==> src/rtl/intersection_sequencer.sv <==
// Purpose: N-channel traffic-light sequencer (green/yellow/all-red per granted channel, round-robin + preferential, flashing attention).
// Latency: all outputs registered; every input reacts on the next rising edge.
// Backpressure: none; inputs are level-sampled requests, outputs are free-running lamp drives.
//
// Ports:
//   clk, rst         : single clock, synchronous active-high reset
//   attention        : level, forces flashing-yellow mode while high
//   force_red[N]     : per channel, hold red and exclude from selection
//   preferential[N]  : per channel, priority request sampled at selection
//   leds[N][2:0]     : per channel {green, yellow, red}
//   active_ch        : channel currently or last granted
//   phase_start      : one-cycle pulse on the first green cycle
module intersection_sequencer #(
  parameter int N_CH     = 4,
  parameter int TW       = 8,
  parameter int GREEN_T  = 8,
  parameter int YELLOW_T = 3,
  parameter int CLEAR_T  = 2,
  parameter int FLASH_T  = 4
) (
  input  logic                      clk,
  input  logic                      rst,
  input  logic                      attention,
  input  logic [N_CH-1:0]           force_red,
  input  logic [N_CH-1:0]           preferential,
  output logic [N_CH-1:0][2:0]      leds,
  output logic [$clog2(N_CH)-1:0]   active_ch,
  output logic                      phase_start
);

  localparam int CW  = $clog2(N_CH);
  // One extra bit so the flash wrap point (2*FLASH_T-1) always fits.
  localparam int TCW = TW + 1;

  localparam logic [TCW-1:0] CLR_LAST = TCW'(CLEAR_T - 1);
  localparam logic [TCW-1:0] GRN_LAST = TCW'(GREEN_T - 1);
  localparam logic [TCW-1:0] YEL_LAST = TCW'(YELLOW_T - 1);
  localparam logic [TCW-1:0] FL_HALF  = TCW'(FLASH_T);
  localparam logic [TCW-1:0] FL_LAST  = TCW'(2 * FLASH_T - 1);

  typedef enum logic [1:0] {
    S_CLEAR,
    S_GREEN,
    S_YELLOW,
    S_FLASH
  } state_e;

  state_e                state_q,  state_d;
  logic [TCW-1:0]        timer_q,  timer_d;
  logic [CW-1:0]         active_q, active_d;
  logic                  first_q,  first_d;   // no grant yet since reset: search starts at ch0
  logic [N_CH-1:0][2:0]  leds_q,   leds_d;
  logic                  phase_q,  phase_d;

  // ---------------------------------------------------------------
  // Channel selection
  // ---------------------------------------------------------------
  logic [N_CH-1:0] elig;
  logic            any_elig;
  logic            pref_hit;
  logic [CW-1:0]   pref_ch;
  logic [CW-1:0]   rr_ch;
  logic [CW-1:0]   sel_ch;

  assign elig     = ~force_red;
  assign any_elig = |elig;

  always_comb begin : sel_logic
    int rr_start;
    int idx;
    pref_hit = 1'b0;
    pref_ch  = '0;
    rr_ch    = '0;
    rr_start = 0;
    idx      = 0;

    // Descending scan so the lowest matching index is written last.
    for (int i = N_CH - 1; i >= 0; i--) begin
      if (elig[i] && preferential[i]) begin
        pref_hit = 1'b1;
        pref_ch  = CW'(i);
      end
    end

    // Round-robin from active_ch+1; active_ch itself is the last candidate.
    if (!first_q) begin
      rr_start = int'(active_q) + 1;
      if (rr_start >= N_CH) rr_start = 0;
    end
    for (int k = N_CH - 1; k >= 0; k--) begin
      idx = rr_start + k;
      if (idx >= N_CH) idx = idx - N_CH;
      if (elig[idx]) rr_ch = CW'(idx);
    end

    sel_ch = pref_hit ? pref_ch : rr_ch;
  end

  // ---------------------------------------------------------------
  // State register
  // ---------------------------------------------------------------
  always_ff @(posedge clk) begin
    if (rst) begin
      state_q  <= S_CLEAR;
      timer_q  <= '0;
      active_q <= '0;
      first_q  <= 1'b1;
      leds_q   <= {N_CH{3'b001}};
      phase_q  <= 1'b0;
    end else begin
      state_q  <= state_d;
      timer_q  <= timer_d;
      active_q <= active_d;
      first_q  <= first_d;
      leds_q   <= leds_d;
      phase_q  <= phase_d;
    end
  end

  // ---------------------------------------------------------------
  // Next state; outputs are derived from the next state so they are
  // registered yet change on the same edge as the state.
  // ---------------------------------------------------------------
  always_comb begin
    state_d  = state_q;
    timer_d  = timer_q + 1'b1;
    active_d = active_q;
    first_d  = first_q;
    phase_d  = 1'b0;
    leds_d   = {N_CH{3'b001}};

    if (attention) begin
      if (state_q != S_FLASH) begin
        state_d = S_FLASH;
        timer_d = '0;
        first_d = 1'b0;
      end else if (timer_q == FL_LAST) begin
        timer_d = '0;
      end
    end else begin
      unique case (state_q)
        S_CLEAR: begin
          if (timer_q >= CLR_LAST) begin
            if (any_elig) begin
              state_d  = S_GREEN;
              timer_d  = '0;
              active_d = sel_ch;
              first_d  = 1'b0;
              phase_d  = 1'b1;
            end else begin
              // Hold at the expiry point so a released channel is granted on the next edge.
              timer_d = CLR_LAST;
            end
          end
        end
        S_GREEN: begin
          if (force_red[active_q] || (timer_q == GRN_LAST)) begin
            state_d = S_YELLOW;
            timer_d = '0;
          end
        end
        S_YELLOW: begin
          if (timer_q == YEL_LAST) begin
            state_d = S_CLEAR;
            timer_d = '0;
          end
        end
        S_FLASH: begin
          state_d = S_CLEAR;
          timer_d = '0;
        end
        default: begin
          state_d = S_CLEAR;
          timer_d = '0;
        end
      endcase
    end

    unique case (state_d)
      S_GREEN:  leds_d[active_d] = 3'b100;
      S_YELLOW: leds_d[active_d] = 3'b010;
      S_FLASH:  leds_d = (timer_d < FL_HALF) ? {N_CH{3'b010}} : {N_CH{3'b000}};
      default:  leds_d = {N_CH{3'b001}};
    endcase
  end

  assign leds        = leds_q;
  assign active_ch   = active_q;
  assign phase_start = phase_q;

endmodule

==> config.mk <==
export PLATFORM = sky130hd
export DESIGN_NAME = intersection_sequencer
export DESIGN_NICKNAME = d
export VERILOG_FILES = /design/src/rtl/intersection_sequencer.sv
export SDC_FILE = /design/constraint.sdc
export NUM_CORES = 1
export LEC_CHECK = 0
export CELL_PAD_IN_SITES_DETAIL_PLACEMENT = 1
export CELL_PAD_IN_SITES_GLOBAL_PLACEMENT = 2
export CORE_MARGIN = 3
export CORE_UTILIZATION = 31
export CTS_CLUSTER_DIAMETER = 40
export DETAILED_ROUTE_END_ITERATION = 12
export HOLD_SLACK_MARGIN = 0.03
export PLACE_DENSITY = 0.87
export SLEW_MARGIN = 5
export SYNTH_ARGS = -nofsm -noshare
export SYNTH_HDL_FRONTEND = slang
export SYNTH_SLANG_ARGS = --single-unit
==> constraint.sdc <==
create_clock -name clk -period 3.05 [get_ports clk]
set_input_delay 0.305 -clock clk [delete_from_list [all_inputs] [get_ports clk]]
set_output_delay 0.305 -clock clk [all_outputs]
set_load 0.005 [all_outputs]
==> reports/qor.txt, run 1 <==
number of clock buffers in the layout: 3
invs w/o clock: 8
crit-path max cell delay: 0.63 ns
clock skew: 0.00533 ns
remaining antenna violation count: 0
DP Wirelength: 3190 um
Final Cell Area: 1970 um^2
final hold slack: 0.556 ns
Syn Area/Cell: 7.92 um^2
OpenROAD warnings: 28
critical path launch point type: register
CTS buffer count: 3
#FFs+latches synth: 27
yosys stat chip area: 1630 um^2
clock sink count: 27
setup tns final: 0 ns
cell chain of the critical path: ha_1 > o21ba_1 > or2_1 > a2bb2oi_1 > a2111oi_4 > or3_1 > o21ai_1 > o21ai_1
Seq cells: 27
Nets: 241
ClkCell Share: 0.0254
Top cells by area: dfxtp_1, nor2_1, nand2_1, a21oi_1, ha_1
Warnings, synthesis: 0
iteration tally of the first detailed-router pass: 4
logic gate share of total power: 0.232
top cells by count: nor2_1, dfxtp_1, nand2_1
Signal buffers: 26
EDFF count, synth: 0
gr usage total: 0.150
PortBufs: 25
main flop type: dfxtp_1
Die W: 78.5 um
most common cell in the netlist: nor2_1
Comb area: 1010 um^2
CP Max Fanout: 12
cell area after synthesis: 1630 um^2
clock network fraction of total power: 0.278
Mapped Nets: 221
static leakage power: 0.712 nW
H-tree depth: 1
largest class: logic gates
core area: 4910 um^2
total power per unit cell area: 402 nW/um^2
crit share post-route: 0.854
Worst VDD drop: 0.000194 V
vias per cell: 5.18
R2R depth: 8
PnR Total Power: 0.791 mW
Slew @ Worst Pin: 0.650 ns
Post-CTS Hold Buffers: 0
Die Span Y: 78.5 um
crit path DAT: 2.77 ns
Sequential Area: 541 um^2
Setup crit end kind: register
Synth-to-Final Area Change: 20.7%
post-cts sizing count: 0
Synth cell types: 53
# setup viols final: 0
flop2flop setup slack: 0.44 ns
ANT cells: 0
Post-CTS Setup Inserts: 0
fp util: 0.332
Commonest Layout Cell: nor2_1
sequential cell area share: 0.274
register area share after synthesis: 0.331
P_int: 0.555 mW
vias in the first global route: 1,576
Worst-Skew Late Latency: 0.28 ns
Critical Path Start: active_ch[0]
I/O Pins: 26
CTS clk-pin slew, worst paths: 0.10 ns
clock buffer depth: 2
switch share: 0.299
Via Count: 1,513
setup ws final: 0.444 ns
CP Data Required Time: 3.21 ns
placed cell areas: 1920 um^2
DRC errors left: 0
status: finished, final reports clean
share of layout cells above drive strength 1: 0.0800
Place WS: 0.467 ns
GRT overflow: 0
number of cells in Yosys stat: 206
GPL Wtd Cong: 0.786
Tmin final: 2.61 ns
RR Endpoint: leds[6]
Final Routed Wirelength: 4200 um
antenna violations before repair: 0
sw power: 0.237 mW
asr flop ratio synth: 0
share of power burned in registers: 0.489
[run 1: power by group through the flow]
stage	sequential [mW]	clock, mW	combinational, mW
after floorplan	0.389	0	0.123
after global placement	0.394	0	0.185
after detailed placement	0.395	0	0.185
after CTS	0.388	0.231	0.187
after global routing	0.391	0.246	0.208
final	0.387	0.220	0.184
[run 1: sequential cells by signal (all words and copies together) (netlist names)]
name,count
timer_q,9
state_q,2
first_q,1
phase_start,1
leds,12
active_ch,2
[run 1: cell families after synthesis]
family          Yosys count  synth area share
simple gates             91             0.281
flops                    27             0.331
buf+inv                  19            0.0514
compound gates           55             0.241
mux                       3            0.0268
fa+ha+maj                 4            0.0307
xor+xnor                  7            0.0376
[run 1: how the worst min path moves through the flow]
stage                 start      end  slack (ns)  cells after the start
2_1_floorplan  active_ch[1]  leds[7]        0.52                      2
3_3_place_gp        first_q  first_q        0.54                      2
3_5_place_dp        first_q  first_q        0.56                      2
4_1_cts             first_q  first_q        0.57                      2
5_1_grt             first_q  first_q        0.60                      2
6_report            first_q  first_q        0.56                      2
[run 1: worst max-delay path, delay by kind of cell, from the launching register on]
kind / cells / cell delay [ns]
fa+ha+maj: 1 / 0.35
simple gates: 2 / 0.59
compound gates: 5 / 0.92
flops: 1 / 0.63
[run 1: stage by stage]
stage,instances,util
2_1_floorplan,206,-
3_3_place_gp,288,0.391
3_5_place_dp,288,0.391
4_1_cts,292,0.401
5_1_grt,292,0.401
6_report,292,0.401
[run 1: metal layers]
layer  share of wire  vias to the layer above  wire [um]  GRT usage
met3           0.023                        4         96     0.0298
met1            0.48                      714       2030      0.193
met2            0.49                       20       2050      0.261
li1                -                      775          -          -
met4          0.0052                        0         22     0.0262
met5               0                        -          0          0
==> run_1/util_map.png <==
The die is cut into 8 by 8 equal tiles; black is low, pale yellow is high, 0 to 100% covered.
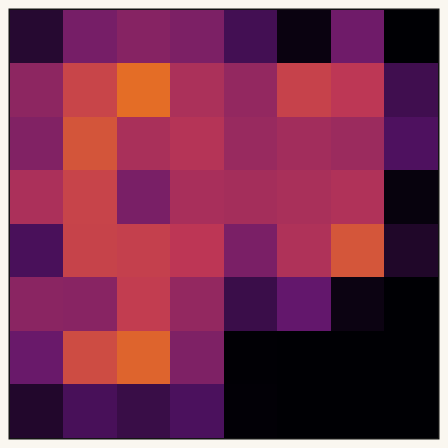
fullest tile = 66%
emptiest ninth of the die = lower right
mean over tiles = 31%
nearly empty tiles = 16%

==> run_1/gates.png <==
Bar = 20 um.
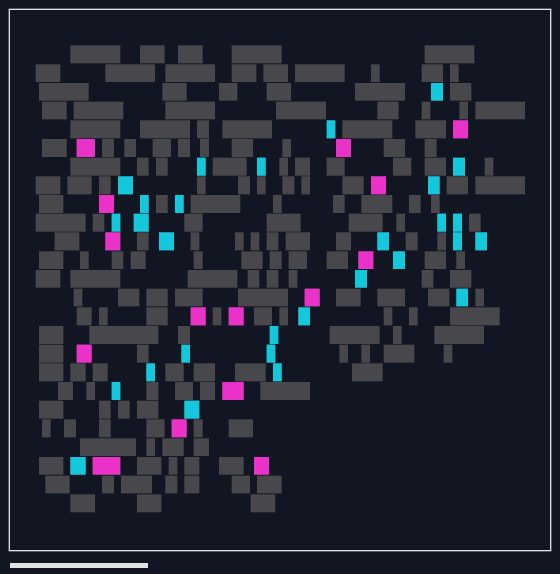
cyan -> nand cells  # cells 29
magenta -> and/or cells  # cells 15

==> run_1/placed.png <==
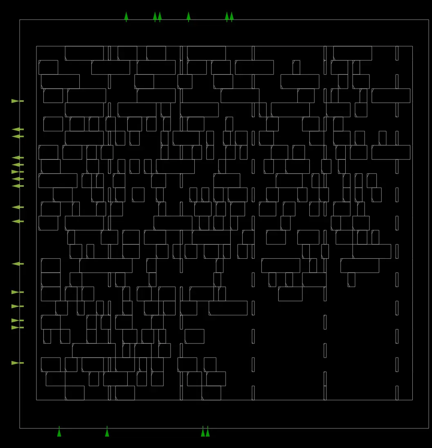
fin util: 0.401
site row count: 25

==> run_1/m3.png <==
Bar = 20 um.
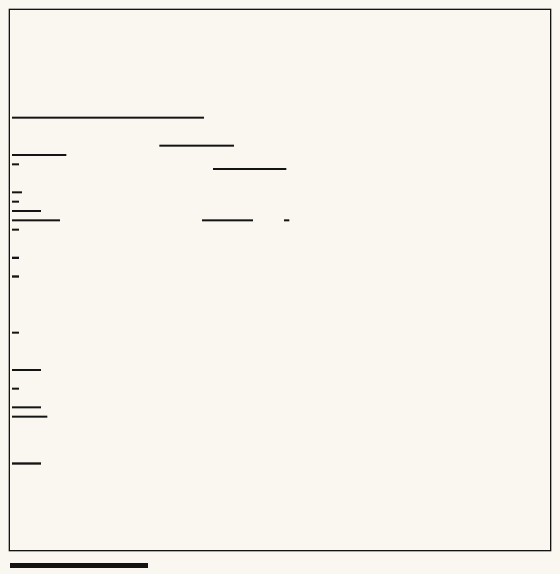
main direction = horizontal
wire length on this layer = 96.6 um
longest straight run = 27.6 um
nets with wire on the layer = 18
share of all routed wire = 2.3%

==> run_1/port_trees.png <==
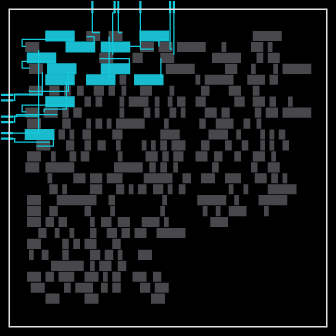

--- run 2 (diff from run 1) ---
--- a/config.mk
+++ b/config.mk
@@ -8,11 +8,12 @@
 export CELL_PAD_IN_SITES_DETAIL_PLACEMENT = 1
 export CELL_PAD_IN_SITES_GLOBAL_PLACEMENT = 2
 export CORE_MARGIN = 3
-export CORE_UTILIZATION = 31
+export CORE_UTILIZATION = 28
 export CTS_CLUSTER_DIAMETER = 40
 export DETAILED_ROUTE_END_ITERATION = 12
 export HOLD_SLACK_MARGIN = 0.03
-export PLACE_DENSITY = 0.87
+export PLACE_DENSITY = 0.83
+export SETUP_SLACK_MARGIN = 0.02
 export SLEW_MARGIN = 5
 export SYNTH_ARGS = -nofsm -noshare
 export SYNTH_HDL_FRONTEND = slang
==> constraint.sdc (replaced) <==
create_clock -name clk -period 2.25 [get_ports clk]
set_input_delay 0.225 -clock clk [delete_from_list [all_inputs] [get_ports clk]]
set_output_delay 0.225 -clock clk [all_outputs]
set_load 0.005 [all_outputs]
==> run_2/port_trees.png <==
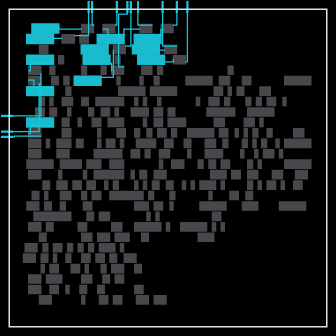
cyan -> leds  # direction output, edge 9 top, 3 left, end cells 12, buffers 12, wire 197 um

==> run 2 against run 1 <==
  * Clock skew shrank 0.0010 ns
  * Design area grew 15%
  * Die area grew 9.9%
  * Critical path depth is the same
  * Non-clock buffer count grew 29
  * Register-to-register slack lost 0.38 ns
  * Highest routed layer unchanged
==> reports/qor.txt, run 2 <==
Cells after Synth: 206
remaining antenna violation count: 0 (unchanged)
crit share post-route: 0.969 (+0.115)
Nets: 270 (+12%)
#FFs+latches synth: 27 (unchanged)
CTS tree: done
Worst VDD drop: 0.000213 V (+9.7%)
crit path DAT: 2.36 ns (-0.41 ns)
Worst-Skew Late Latency: 0.28 ns (about the same)
clock buffer depth: 2 (unchanged)
Mapped Nets: 221 (unchanged)
total power per unit cell area: 493 nW/um^2 (+23%)
static leakage power: 0.879 nW (+23%)
DR top layer: met4
Synth cell types: 53 (unchanged)
Commonest Layout Cell: nor2_1
hold path cells: 2 (unchanged)
Post-CTS Hold Buffers: 0 (unchanged)
Final Routed Wirelength: 4480 um (+6.6%)
Starting DRT DRC Count: 29
PortBufs: 25 (unchanged)
iteration tally of the first detailed-router pass: 4 (unchanged)
Via Count: 1,620 (+7.1%)
Met1 Wirelength: 2040 um (+0.49%)
Place WS: -0.129 ns (-0.596 ns)
placed cell areas: 2140 um^2 (+11%)
critical path launch point type: register
RR Endpoint: leds[8]
asr flop ratio synth: 0 (unchanged)
Tmin final: 2.18 ns (-0.425 ns)
CTS buffer count: 3 (unchanged)
hold_sp: rst
Synth-to-Final Area Change: 39.0%
Routed met3 length: 113 um (+18%)
DP Wirelength: 3570 um (+12%)
CP Max Fanout: 4 (-8)
gr usage total: 0.145 (-0.00516)
number of cells in Yosys stat: 206 (unchanged)
Slew @ Worst Pin: 0.378 ns (-0.272 ns)
slew margin rel.: 0.747
GRT overflow: 0 (unchanged)
Die Span Y: 82.3 um (+4.8%)
fp util: 0.293 (-0.0395)
GPL Wtd Cong: 0.846 (+7.6%)
top cells by count: nor2_1, dfxtp_1, nand2_1
RSZ-0062 raised after global routing: true
fin util: 0.407 (+0.00571)
PnR Total Power: 1.12 mW (+41%)
Critical Path Start: active_ch[0]
OpenROAD warnings: 29 (+3.6%)
Die W: 82.3 um (+4.8%)
register area share after synthesis: 0.331 (unchanged)
yosys stat chip area: 1630 um^2 (unchanged)
# setup viols final: 0 (unchanged)
vias in the first global route: 1,655 (+5.0%)
share of layout cells above drive strength 1: 0.228 (+0.148)
setup tns final: 0 ns (unchanged)
Fillers: 686
cell area after synthesis: 1630 um^2 (unchanged)
R2R depth: 8 (unchanged)
final std cells w/o fill: 326 (+12%)
clock sink count: 27 (unchanged)
placed cell count: 321 (+11%)
Top cell area share: 0.331
antenna violations before repair: 0 (unchanged)
CP Data Required Time: 2.43 ns (-0.78 ns)
core area: 5570 um^2 (+14%)
most common cell in the netlist: nor2_1
main flop type: dfxtp_1
status: finished, final reports clean
EDFF count, synth: 0 (unchanged)
Top cells by area: dfxtp_1, nor2_1, nand2_1, a21oi_1, ha_1
Setup crit end kind: register
Syn Area/Cell: 7.92 um^2 (unchanged)
H-tree depth: 1 (unchanged)
site row count: 27 (+8.0%)
Warnings, synthesis: 0 (unchanged)
vias per cell: 4.97 (-4.1%)
flop2flop setup slack: 0.07 ns (-0.38 ns)
I/O Pins: 26 (unchanged)
final hold slack: 0.564 ns (+0.00794 ns)
max reg flops: 12 (unchanged)
WHS Endpoint: active_ch[0]
largest net degree at the start of global routing: 18
met2 wire len: 2230 um (+8.5%)
Final Cell Area: 2270 um^2 (+15%)
CTS clk-pin slew, worst paths: 0.10 ns (about the same)
DRC errors left: 0 (unchanged)
clock skew: 0.00433 ns (-0.000998 ns)
ANT cells: 0 (unchanged)
setup ws final: 0.0688 ns (-0.375 ns)
run 2: cell counts after synthesis:
Identical to the previous run, type by type.
run 2: power breakdown:
part | switching [mW] | total [mW] | internal, mW
clock network | 0.165 | 0.295 | 0.130
logic | 0.148 | 0.304 | 0.156
registers | 0.0168 | 0.518 | 0.501
total | 0.330 | 1.12 | 0.787
run 2: cells by family (layout without fill, tap and decap cells):
logic type | Yosys count | after routing | share of synthesized area
xor+xnor | 7 | 7 | 0.0376
compound gates | 55 | 55 | 0.241
simple gates | 91 | 91 | 0.281
buf+inv | 19 | 67 | 0.0514
mux | 3 | 3 | 0.0268
flops | 27 | 27 | 0.331
fa+ha+maj | 4 | 4 | 0.0307
run 2: routing by layer:
metal,GRT usage,up-vias
met5,0,-
met4,0.0482,0
met3,0.0304,8
met2,0.263,21
met1,0.167,759
li1,-,832
run 2: repair_timing:
action / 4_1_cts / 5_1_grt
cloned: 0 / 0
endpoints found under the setup margin: 2 / 12
buffers inserted: 0 / 1
pin swaps: 0 / 2
gates resized: 1 / 14
run 2: final cells by class:
| type | instances | area [um^2] | share of cell area |
|---|---|---|---|
| clock buffer | 3 | 41.3 | 0.0182 |
| clock inverter | 1 | 8.76 | 0.00386 |
| inverter | 8 | 30.0 | 0.0132 |
| multi-input combinational | 160 | 1070 | 0.473 |
| sequential | 27 | 543 | 0.240 |
| tap | 72 | 90.1 | 0.0397 |
| timing repair buffer | 55 | 482 | 0.212 |
run 2: worst max-delay path, cell delays in order, from the launching register on:
cell and delay, ns:
dfxtp_2 0.35, ha_4 0.17, or2_4 0.25, or3_4 0.38, o211a_2 0.15, a2111oi_4 0.38
or3_4 0.20, o21ai_2 0.05, and2b_1 0.15
--- run 3 (diff from run 2) ---
--- a/config.mk
+++ b/config.mk
@@ -11,7 +11,7 @@
 export CORE_UTILIZATION = 28
 export CTS_CLUSTER_DIAMETER = 40
 export DETAILED_ROUTE_END_ITERATION = 12
-export HOLD_SLACK_MARGIN = 0.03
+export HOLD_SLACK_MARGIN = 0.05
 export PLACE_DENSITY = 0.83
 export SETUP_SLACK_MARGIN = 0.02
 export SLEW_MARGIN = 5
==> run_3/port_trees.png <==
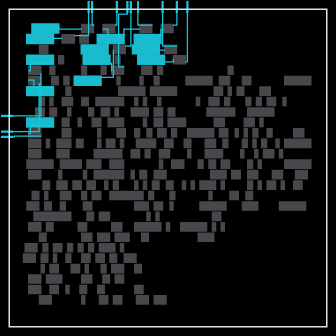
cyan -> leds  # direction output, edge 9 top, 3 left, end cells 12, buffers 12, wire 197 um

==> run 3 against run 2 <==
  * Worst hold slack is the same
  * Power unchanged
  * Die area stayed put
  * Final cell count unchanged
  * Utilization stayed put
  * Maximum frequency unchanged
  * Clock-buffer cell count is the same
  * Via count stayed put
  * Flip-flop count unchanged
  * Critical path depth unchanged
==> reports/qor.txt, run 3 <==
largest net degree at the start of global routing: 18 (unchanged)
most common cell in the netlist: nor2_1
cell chain of the critical path: ha_4 > or2_4 > or3_4 > o211a_2 > a2111oi_4 > or3_4 > o21ai_2 > and2b_1
Final Cell Area: 2270 um^2 (unchanged)
OpenROAD warnings: 29 (unchanged)
Clock Root Buffer: clkbuf_8
yosys stat chip area: 1630 um^2 (unchanged)
static leakage power: 0.879 nW (unchanged)
Final Routed Wirelength: 4480 um (unchanged)
HP Class: in -> reg
Synth cell types: 53 (unchanged)
CTS buffer count: 3 (unchanged)
switch share: 0.295 (unchanged)
Commonest Layout Cell: nor2_1
top cells by count: nor2_1, dfxtp_1, nand2_1
PortBufs: 25 (unchanged)
# setup viols final: 0 (unchanged)
Cells after Synth: 206 (unchanged)
Worst VDD drop: 0.000213 V (unchanged)
clk pwr: 0.295 mW (about the same)
first-pass GRT wire length: 7640 um
crit path DAT: 2.36 ns (about the same)
GRT overflow: 0 (unchanged)
asr flop ratio synth: 0 (unchanged)
clock skew: 0.00433 ns (unchanged)
antenna violations before repair: 0 (unchanged)
leading power group: registers
DR top layer: met4
fp util: 0.293 (unchanged)
Starting DRT DRC Count: 29 (unchanged)
Tmin final: 2.18 ns (unchanged)
CTS tree: done
DP Wirelength: 3570 um (unchanged)
Via Count: 1,620 (unchanged)
Syn Area/Cell: 7.92 um^2 (unchanged)
Setup crit end kind: register
met2 wire len: 2230 um (unchanged)
Post-CTS Hold Buffers: 0 (unchanged)
I/O Pins: 26 (unchanged)
vias per cell: 4.97 (unchanged)
share of layout cells above drive strength 1: 0.228 (unchanged)
site row count: 27 (unchanged)
remaining antenna violation count: 0 (unchanged)
Synth-to-Final Area Change: 39.0% (unchanged)
P_int: 0.787 mW (unchanged)
seq pwr: 0.518 mW (about the same)
crit-path leading delay family: simple AND/OR/NAND/NOR gates
Comb power: 0.304 mW (about the same)
logic gate share of total power: 0.272 (about the same)
sw power: 0.330 mW (unchanged)
max reg flops: 12 (unchanged)
Routed WL per cell: 13.8 um
EDFF count, synth: 0 (unchanged)
Top cells by area: dfxtp_1, nor2_1, nand2_1, a21oi_1, ha_1
placed cell areas: 2140 um^2 (unchanged)
critical path launch point type: register
status: finished, final reports clean
Die W: 82.3 um (unchanged)
crit-path max cell delay: 0.38 ns (about the same)
maximum clock rate: 0.458 GHz
vias in the first global route: 1,655 (unchanged)
main flop type: dfxtp_1
share of power burned in registers: 0.463 (about the same)
most area-hungry cell type in the Yosys netlist: dfxtp_1
Die Span Y: 82.3 um (unchanged)
Warnings, synthesis: 0 (unchanged)
GPL Wtd Cong: 0.846 (unchanged)
#FFs+latches synth: 27 (unchanged)
slew margin rel.: 0.747 (unchanged)
DRC errors left: 0 (unchanged)
clock buffer depth: 2 (unchanged)
most frequent cells in the layout: nor2_1, buf_4, dfxtp_1
Nets: 270 (unchanged)
Final Hold Violating Endpoints: 0
clock sink count: 27 (unchanged)
Met1 Wirelength: 2040 um (unchanged)
Die Area: 6780 um^2
Worst-Skew Late Latency: 0.28 ns (about the same)
gr usage total: 0.145 (unchanged)
CTS clk-pin slew, worst paths: 0.10 ns (about the same)
WP buf/inv: 0 (unchanged)
Mapped Nets: 221 (unchanged)
number of cells in Yosys stat: 206 (unchanged)
cell area after synthesis: 1630 um^2 (unchanged)
max cap viols: 0
crit share post-route: 0.969 (unchanged)
most used cell, CP: or3_4
H-tree depth: 1 (unchanged)
final slew viol count: 0
RSZ-0062 raised after global routing: true
core area: 5570 um^2 (unchanged)
iteration tally of the first detailed-router pass: 4 (unchanged)
CP Data Required Time: 2.43 ns (about the same)
Slew @ Worst Pin: 0.378 ns (unchanged)
CP Max Fanout: 4 (unchanged)
Top cell area share: 0.331 (unchanged)
ANT cells: 0 (unchanged)
Setup CP Type: reg -> reg
total power per unit cell area: 493 nW/um^2 (unchanged)
Slowest-stage cell, CP: or3_4
final hold slack: 0.564 ns (unchanged)
clock network fraction of total power: 0.264 (about the same)
Routed met3 length: 113 um (unchanged)
register area share after synthesis: 0.331 (unchanged)
run 3: cell counts after synthesis:
Identical to the previous run, type by type.
run 3: logic make-up after synthesis:
logic type | after synthesis | synth area share
flip-flops | 27 | 0.331
XOR/XNOR | 7 | 0.0376
adder cells (fa/ha/maj) | 4 | 0.0307
AND-OR/OR-AND | 55 | 0.241
AND/OR/NAND/NOR | 91 | 0.281
multiplexers | 3 | 0.0268
buffers and inverters | 19 | 0.0514
run 3: layout make-up:
class | instances | area (um^2)
Fill cell | 686 | 3310
Multi-Input combinational cell | 160 | 1070
Sequential cell | 27 | 543
Timing Repair Buffer | 55 | 482
Tap cell | 72 | 90.1
Clock buffer | 3 | 41.3
Inverter | 8 | 30.0
Clock inverter | 1 | 8.76
run 3: metrics by stage:
step           setup slack [ns]  instances   util  total power, mW  setup TNS [ns]
2_1_floorplan            0.0812        206      -            0.695               0
3_3_place_gp            -0.0796        321  0.383            0.817          -0.396
3_5_place_dp             -0.129        321  0.383            0.820          -0.980
4_1_cts                  0.0255        325  0.394             1.12               0
5_1_grt                 -0.0192        326  0.407             1.19         -0.0380
6_report                 0.0688        326  0.407             1.12               0
run 3: final timing paths:
| path | startpoint | to | slack (ns) | cells past startpoint |
|---|---|---|---|---|
| max | active_ch[0] | leds[8] | 0.07 | 8 |
| min | rst | active_ch[0] | 0.56 | 2 |
| max reg2reg | active_ch[0] | leds[8] | 0.07 | 8 |
| min reg2reg | first_q | first_q | 0.58 | 2 |
run 3: metal layers:
layer  track usage  vias up
met5             0        -
met2         0.263       21
met4        0.0482        0
met3        0.0304        8
li1              -      832
met1         0.167      759
run 3: what timing repair did:
| item | CTS | global route |
|---|---|---|
| resized | 1 | 14 |
| buffers inserted | 0 | 1 |
| pin swaps | 0 | 2 |
| endpoints found under the setup margin | 2 | 12 |
Power figures rest on the tool's default switching activity, not on a simulated workload.
